## src/rtl/hazard_mem_ctrl.sv

```systemverilog
// RV32I pipeline hazard unit: stall/flush/forward controls plus one-shot dmem request/ack sequencing.
// Controls are combinational (zero latency); the MEM access freezes the pipeline until ack, or forever after timeout.
module hazard_mem_ctrl #(
  parameter int TIMEOUT = 16,
  parameter int CNTW    = 32
) (
  input  logic            clk_i,
  input  logic            rst_i,
  input  logic [4:0]      rs1D_i,
  input  logic [4:0]      rs2D_i,
  input  logic [4:0]      rs1E_i,
  input  logic [4:0]      rs2E_i,
  input  logic [4:0]      rdE_i,
  input  logic            loadE_i,
  input  logic            pcsrcE_i,
  input  logic [4:0]      rdM_i,
  input  logic            regwriteM_i,
  input  logic [4:0]      rdW_i,
  input  logic            regwriteW_i,
  input  logic            memreqM_i,
  input  logic            dmem_ack_i,
  output logic            dmem_req_o,
  output logic            stallF_o,
  output logic            stallD_o,
  output logic            stallE_o,
  output logic            stallM_o,
  output logic            flushD_o,
  output logic            flushE_o,
  output logic            flushW_o,
  output logic [1:0]      forwardAE_o,
  output logic [1:0]      forwardBE_o,
  output logic            error_o,
  output logic [CNTW-1:0] stall_cnt_o
);

  localparam int WW = $clog2(TIMEOUT + 1);

  typedef enum logic [1:0] {RUN, WAIT, ERR} state_t;

  state_t          state_q, state_d;
  logic [WW-1:0]   wait_q, wait_d;
  logic            error_q, error_d;
  logic [CNTW-1:0] stall_cnt_q, stall_cnt_d;

  logic memstall;
  logic req;
  logic load_use;

  always_comb begin
    state_d  = state_q;
    wait_d   = wait_q;
    error_d  = error_q;
    memstall = 1'b0;
    req      = 1'b0;
    case (state_q)
      RUN: begin
        if (memreqM_i) begin
          req      = 1'b1;
          memstall = 1'b1;
          state_d  = WAIT;
          wait_d   = '0;
        end
      end
      WAIT: begin
        if (dmem_ack_i) begin
          state_d = RUN;
        end else begin
          memstall = 1'b1;
          // wait_q counts completed unacked WAIT cycles; this is the TIMEOUT-th one
          if (wait_q == WW'(TIMEOUT - 1)) begin
            state_d = ERR;
            error_d = 1'b1;
          end else begin
            wait_d = wait_q + WW'(1);
          end
        end
      end
      ERR: begin
        memstall = 1'b1;
      end
      default: begin
        state_d = RUN;
      end
    endcase
  end

  function automatic logic [1:0] fwd_sel(input logic [4:0] rs);
    if (regwriteM_i && (rdM_i != 5'd0) && (rdM_i == rs))
      fwd_sel = 2'b10;
    else if (regwriteW_i && (rdW_i != 5'd0) && (rdW_i == rs))
      fwd_sel = 2'b01;
    else
      fwd_sel = 2'b00;
  endfunction

  assign load_use = loadE_i && (rdE_i != 5'd0) && ((rdE_i == rs1D_i) || (rdE_i == rs2D_i));

  always_comb begin
    dmem_req_o  = 1'b0;
    stallF_o    = 1'b0;
    stallD_o    = 1'b0;
    stallE_o    = 1'b0;
    stallM_o    = 1'b0;
    flushD_o    = 1'b0;
    flushE_o    = 1'b0;
    flushW_o    = 1'b0;
    forwardAE_o = 2'b00;
    forwardBE_o = 2'b00;
    if (rst_i) begin
      dmem_req_o  = req;
      forwardAE_o = fwd_sel(rs1E_i);
      forwardBE_o = fwd_sel(rs2E_i);
      if (memstall) begin
        // Whole pipe frozen; branch/load-use are deferred until memory completes
        stallF_o = 1'b1;
        stallD_o = 1'b1;
        stallE_o = 1'b1;
        stallM_o = 1'b1;
        flushW_o = 1'b1;
      end else begin
        flushD_o = pcsrcE_i;
        flushE_o = pcsrcE_i || load_use;
        stallF_o = load_use && !pcsrcE_i;
        stallD_o = load_use && !pcsrcE_i;
      end
    end
  end

  assign stall_cnt_d = stall_cnt_q + CNTW'(stallF_o);

  always_ff @(posedge clk_i or negedge rst_i) begin
    if (!rst_i) begin
      state_q     <= RUN;
      wait_q      <= '0;
      error_q     <= 1'b0;
      stall_cnt_q <= '0;
    end else begin
      state_q     <= state_d;
      wait_q      <= wait_d;
      error_q     <= error_d;
      stall_cnt_q <= stall_cnt_d;
    end
  end

  assign error_o     = error_q;
  assign stall_cnt_o = stall_cnt_q;

endmodule

```

## config.mk

```make
export PLATFORM = sky130hd
export DESIGN_NAME = hazard_mem_ctrl
export DESIGN_NICKNAME = d
export VERILOG_FILES = /design/src/rtl/hazard_mem_ctrl.sv
export SDC_FILE = /design/constraint.sdc
export NUM_CORES = 1
export LEC_CHECK = 0
export CAP_MARGIN = 15
export CORE_MARGIN = 4
export CORE_UTILIZATION = 47
export CTS_CLUSTER_SIZE = 14
export DETAILED_ROUTE_END_ITERATION = 16
export GPL_TIMING_DRIVEN = 0
export MAX_ROUTING_LAYER = met4
export PLACE_DENSITY = 0.85
export SLEW_MARGIN = 10
export SYNTH_ARGS = -nofsm -noshare
export SYNTH_HDL_FRONTEND = slang
export SYNTH_SLANG_ARGS = --single-unit
```

## constraint.sdc

```tcl
create_clock -name clk_i -period 5 [get_ports clk_i]
set_input_delay 0.5 -clock clk_i [delete_from_list [all_inputs] [get_ports clk_i]]
set_output_delay 0.5 -clock clk_i [all_outputs]
set_load 0.01 [all_outputs]
```

Clock routing:
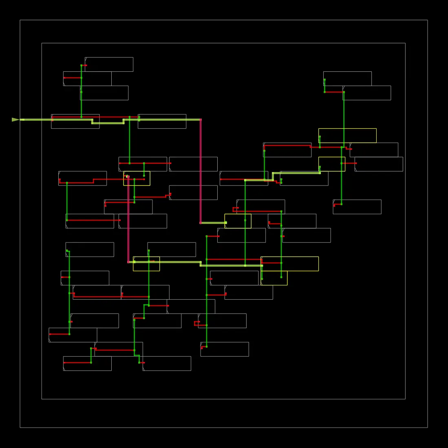
total CTS buffers: 5
largest clock skew in the final design: 0.00928 ns
sequential cell count: 40

Sequential cells colored by netlist name:
Scale: 4 px per µm.
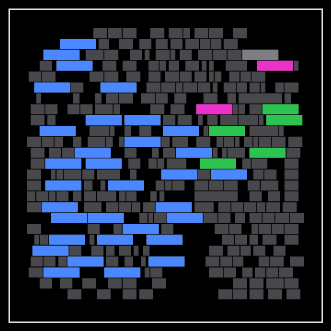
- green: `wait_q` (flops 5; where right middle)
- blue: `stall_cnt_o` (flops 32)
- magenta: `state_q` (flops 2)
- not colored: 1

Wiring by layer:
Scale: 4 px per µm.
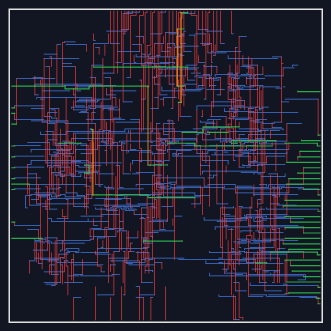
- orange: met4 (wire length 72.8 µm)
- red: met2 (wire length 2770 µm)
- blue: met1 (wire length 2450 µm)
- green: met3 (wire length 395 µm)

Nets reached from selected ports:
Scale: 6 px per µm.
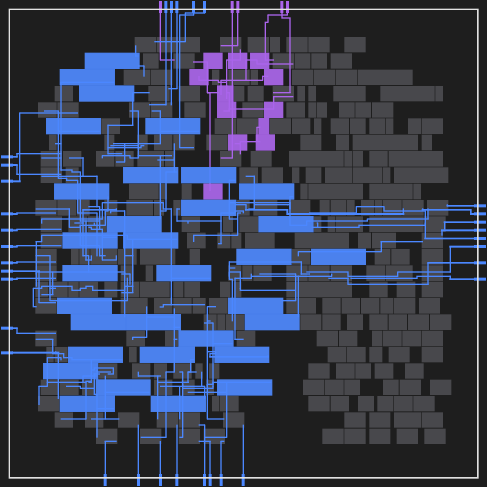
- purple: `rdE_i` (bits 5; direction input; edge top; end cells 12; buffers 5; wire 167 µm)
- blue: `stall_cnt_o` (bits 32; direction output; edge 11 left, 8 bottom, 8 right, 5 top; end cells 32; buffers 32; wire 1430 µm)

## worst reg2reg max path: stages, from the launching register on
cell and delay, ns:
sky130_fd_sc_hd__dfrtp_1 0.36, sky130_fd_sc_hd__clkbuf_1 0.18, sky130_fd_sc_hd__o21ai_0 0.28, sky130_fd_sc_hd__o31a_1 0.20, sky130_fd_sc_hd__nand2_1 0.07, sky130_fd_sc_hd__o41ai_1 0.14, sky130_fd_sc_hd__ha_1 0.35, sky130_fd_sc_hd__ha_1 0.23
sky130_fd_sc_hd__and4_1 0.31, sky130_fd_sc_hd__nand4_2 0.25, sky130_fd_sc_hd__nor3_1 0.31, sky130_fd_sc_hd__xor2_1 0.18
## metal layers
layer | global-route usage [%] | share of wire [%]
met2 | 32.0 | 49
met5 | - | 0
met4 | 5.34 | 1.3
met3 | 5.34 | 6.9
met1 | 24.2 | 43
## cell type report
| class | instances | share of cell area [%] |
|---|---|---|
| clock inverters | 2 | 1.77 |
| flip-flops and latches | 40 | 29.5 |
| plain buffers | 5 | 0.996 |
| well taps | 67 | 2.47 |
| clock buffers | 5 | 2.03 |
| inverters | 7 | 0.775 |
| repair buffers | 88 | 26.1 |
| multi-input cells | 164 | 36.3 |
## synthesized netlist by cell type, drive strengths merged, types with 2 or more instances
| cell | number | share of area [%] |
|---|---|---|
| and2 | 5 | 1.5 |
| and3 | 7 | 1.9 |
| o41ai | 2 | 0.76 |
| o21ai | 3 | 0.82 |
| inv | 7 | 1.1 |
| nand3 | 13 | 2.8 |
| or4 | 5 | 1.6 |
| ha | 4 | 2.2 |
| buf | 4 | 1.3 |
| nor3 | 7 | 2.0 |
| xnor2 | 26 | 9.9 |
| nand4 | 11 | 3.5 |
| nor2 | 8 | 1.3 |
| xor2 | 36 | 14 |
| nand2 | 13 | 2.1 |
| o31ai | 3 | 0.98 |
| and4 | 5 | 1.9 |
| nor4 | 5 | 2.2 |
| dfrtp | 40 | 44 |
## state kept, by name, indices dropped and copies added, names as in the netlist
signal	cells
error_o	1
stall_cnt_o	32
state_q	2
wait_q	5
## worst max-delay path by stage
stage,startpoint,end,slack (ns),cells after the start
6_report,rdE_i[3],stall_cnt_o[18]$_DFF_PN0_,1.47,11
3_5_place_dp,rdE_i[3],stall_cnt_o[18]$_DFF_PN0_,1.13,11
2_1_floorplan,rdE_i[3],stall_cnt_o[28]$_DFF_PN0_,1.97,10
3_3_place_gp,rst_i,stall_cnt_o[18]$_DFF_PN0_,0.03,9
5_1_grt,rdE_i[3],stall_cnt_o[18]$_DFF_PN0_,1.12,11
4_1_cts,rdE_i[3],stall_cnt_o[18]$_DFF_PN0_,1.43,11
## per-stage QoR
step	power, mW	cells	util, %	setup WS [ns]	hold WS [ns]
after global routing	0.956	378	71.8	1.12	0.0566
final	0.910	378	71.8	1.47	0.0549
after CTS	0.915	378	71.8	1.43	0.0529
after global placement	0.602	370	68.8	0.0336	0.466
after floorplan	0.479	216	-	1.97	0.204
after detailed placement	0.609	371	69.1	1.13	0.362
==> reports/qor.log <==
INFO  final_layout   final.fill_count=369
INFO  synthesis      synth_adder_area_share=2.18%
INFO  timing         worst_slew_pin_slew=0.658ns
INFO  timing         fmax=0.283GHz
INFO  placement      post-dp-hpwl=4390µm
INFO  setup_path     timing.critical_path.required=5.21ns
INFO  final_layout   area_growth=47.9%
INFO  synthesis      simple_gate_area_share=23.0%
INFO  synthesis      yosys_warnings=0
INFO  timing         setup_tns=0ns
INFO  final_layout   drive_above_1_share=7.72%
INFO  flow_run       cap_viol_max_count=0
INFO  final_layout   final_common_cell=sky130_fd_sc_hd__clkdlybuf4s50_1
INFO  setup_path     end_kind=register
INFO  power          leakagePower=1.47nW
INFO  clocking       cts_hold_buf=0
INFO  die            core_util_floorplan=48.6%
INFO  placement      gp_routability_congestion=0.806
INFO  synthesis      yosysSeqAreaShare=43.6%
INFO  drt            drt-pass1-iter-count=5
INFO  drt            via_count=1998
INFO  synthesis      synth-main-ff-cell=sky130_fd_sc_hd__dfrtp_1
INFO  die            fp.coreArea=0.00472mm²
INFO  outcome        outcome=completed
INFO  synthesis      synthesis.nets=263
INFO  drt            avgRoutedWirePerCell=15.1µm
INFO  synthesis      synth-compound-area-share=3.93%
INFO  final_layout   stdcell_area=0.00339mm²
INFO  drt            post-route-drc-count=0
INFO  die            die-height=77.9µm
INFO  clocking       cts_htree_levels=2
INFO  synthesis      synth_area=0.00229mm²
INFO  power          seqPwrFrac=43.2%
INFO  synthesis      post_synth_num_cell_types=36
INFO  clocking       ctsLongestPathBuffers=2
INFO  final_layout   final_net_count=358
INFO  timing         rsz0062_at_grt=no
INFO  setup_path     start_kind=input port
INFO  synthesis      post_synth_inst_count=216
INFO  setup_path     critPathMaxFanout=7
INFO  setup_path     reg2regPathDepth=11
INFO  global_route   grt_usage=19.7%
INFO  power          power_clock=307µW
INFO  power          internal-power=672µW
INFO  synthesis      cells_in_synth_stat_txt=216
INFO  synthesis      ys_sh_xor=23.7%
INFO  clocking       tritoncts=done
INFO  clocking       postCtsSetupRepairBufs=0
INFO  drt            drt_iter0_drc=84
INFO  power          power.largest_group=registers
INFO  setup_path     critical-path-max-stage-delay=0.63ns
INFO  die            floorplan.rows=25
INFO  setup_path     path_delay_family=simple AND/OR/NAND/NOR gates
INFO  timing         final_period_minus_worst_setup_slack=3.53ns
INFO  drt            totalWireLength=5690µm
Power figures rest on the tool's default switching activity, not on a simulated workload.
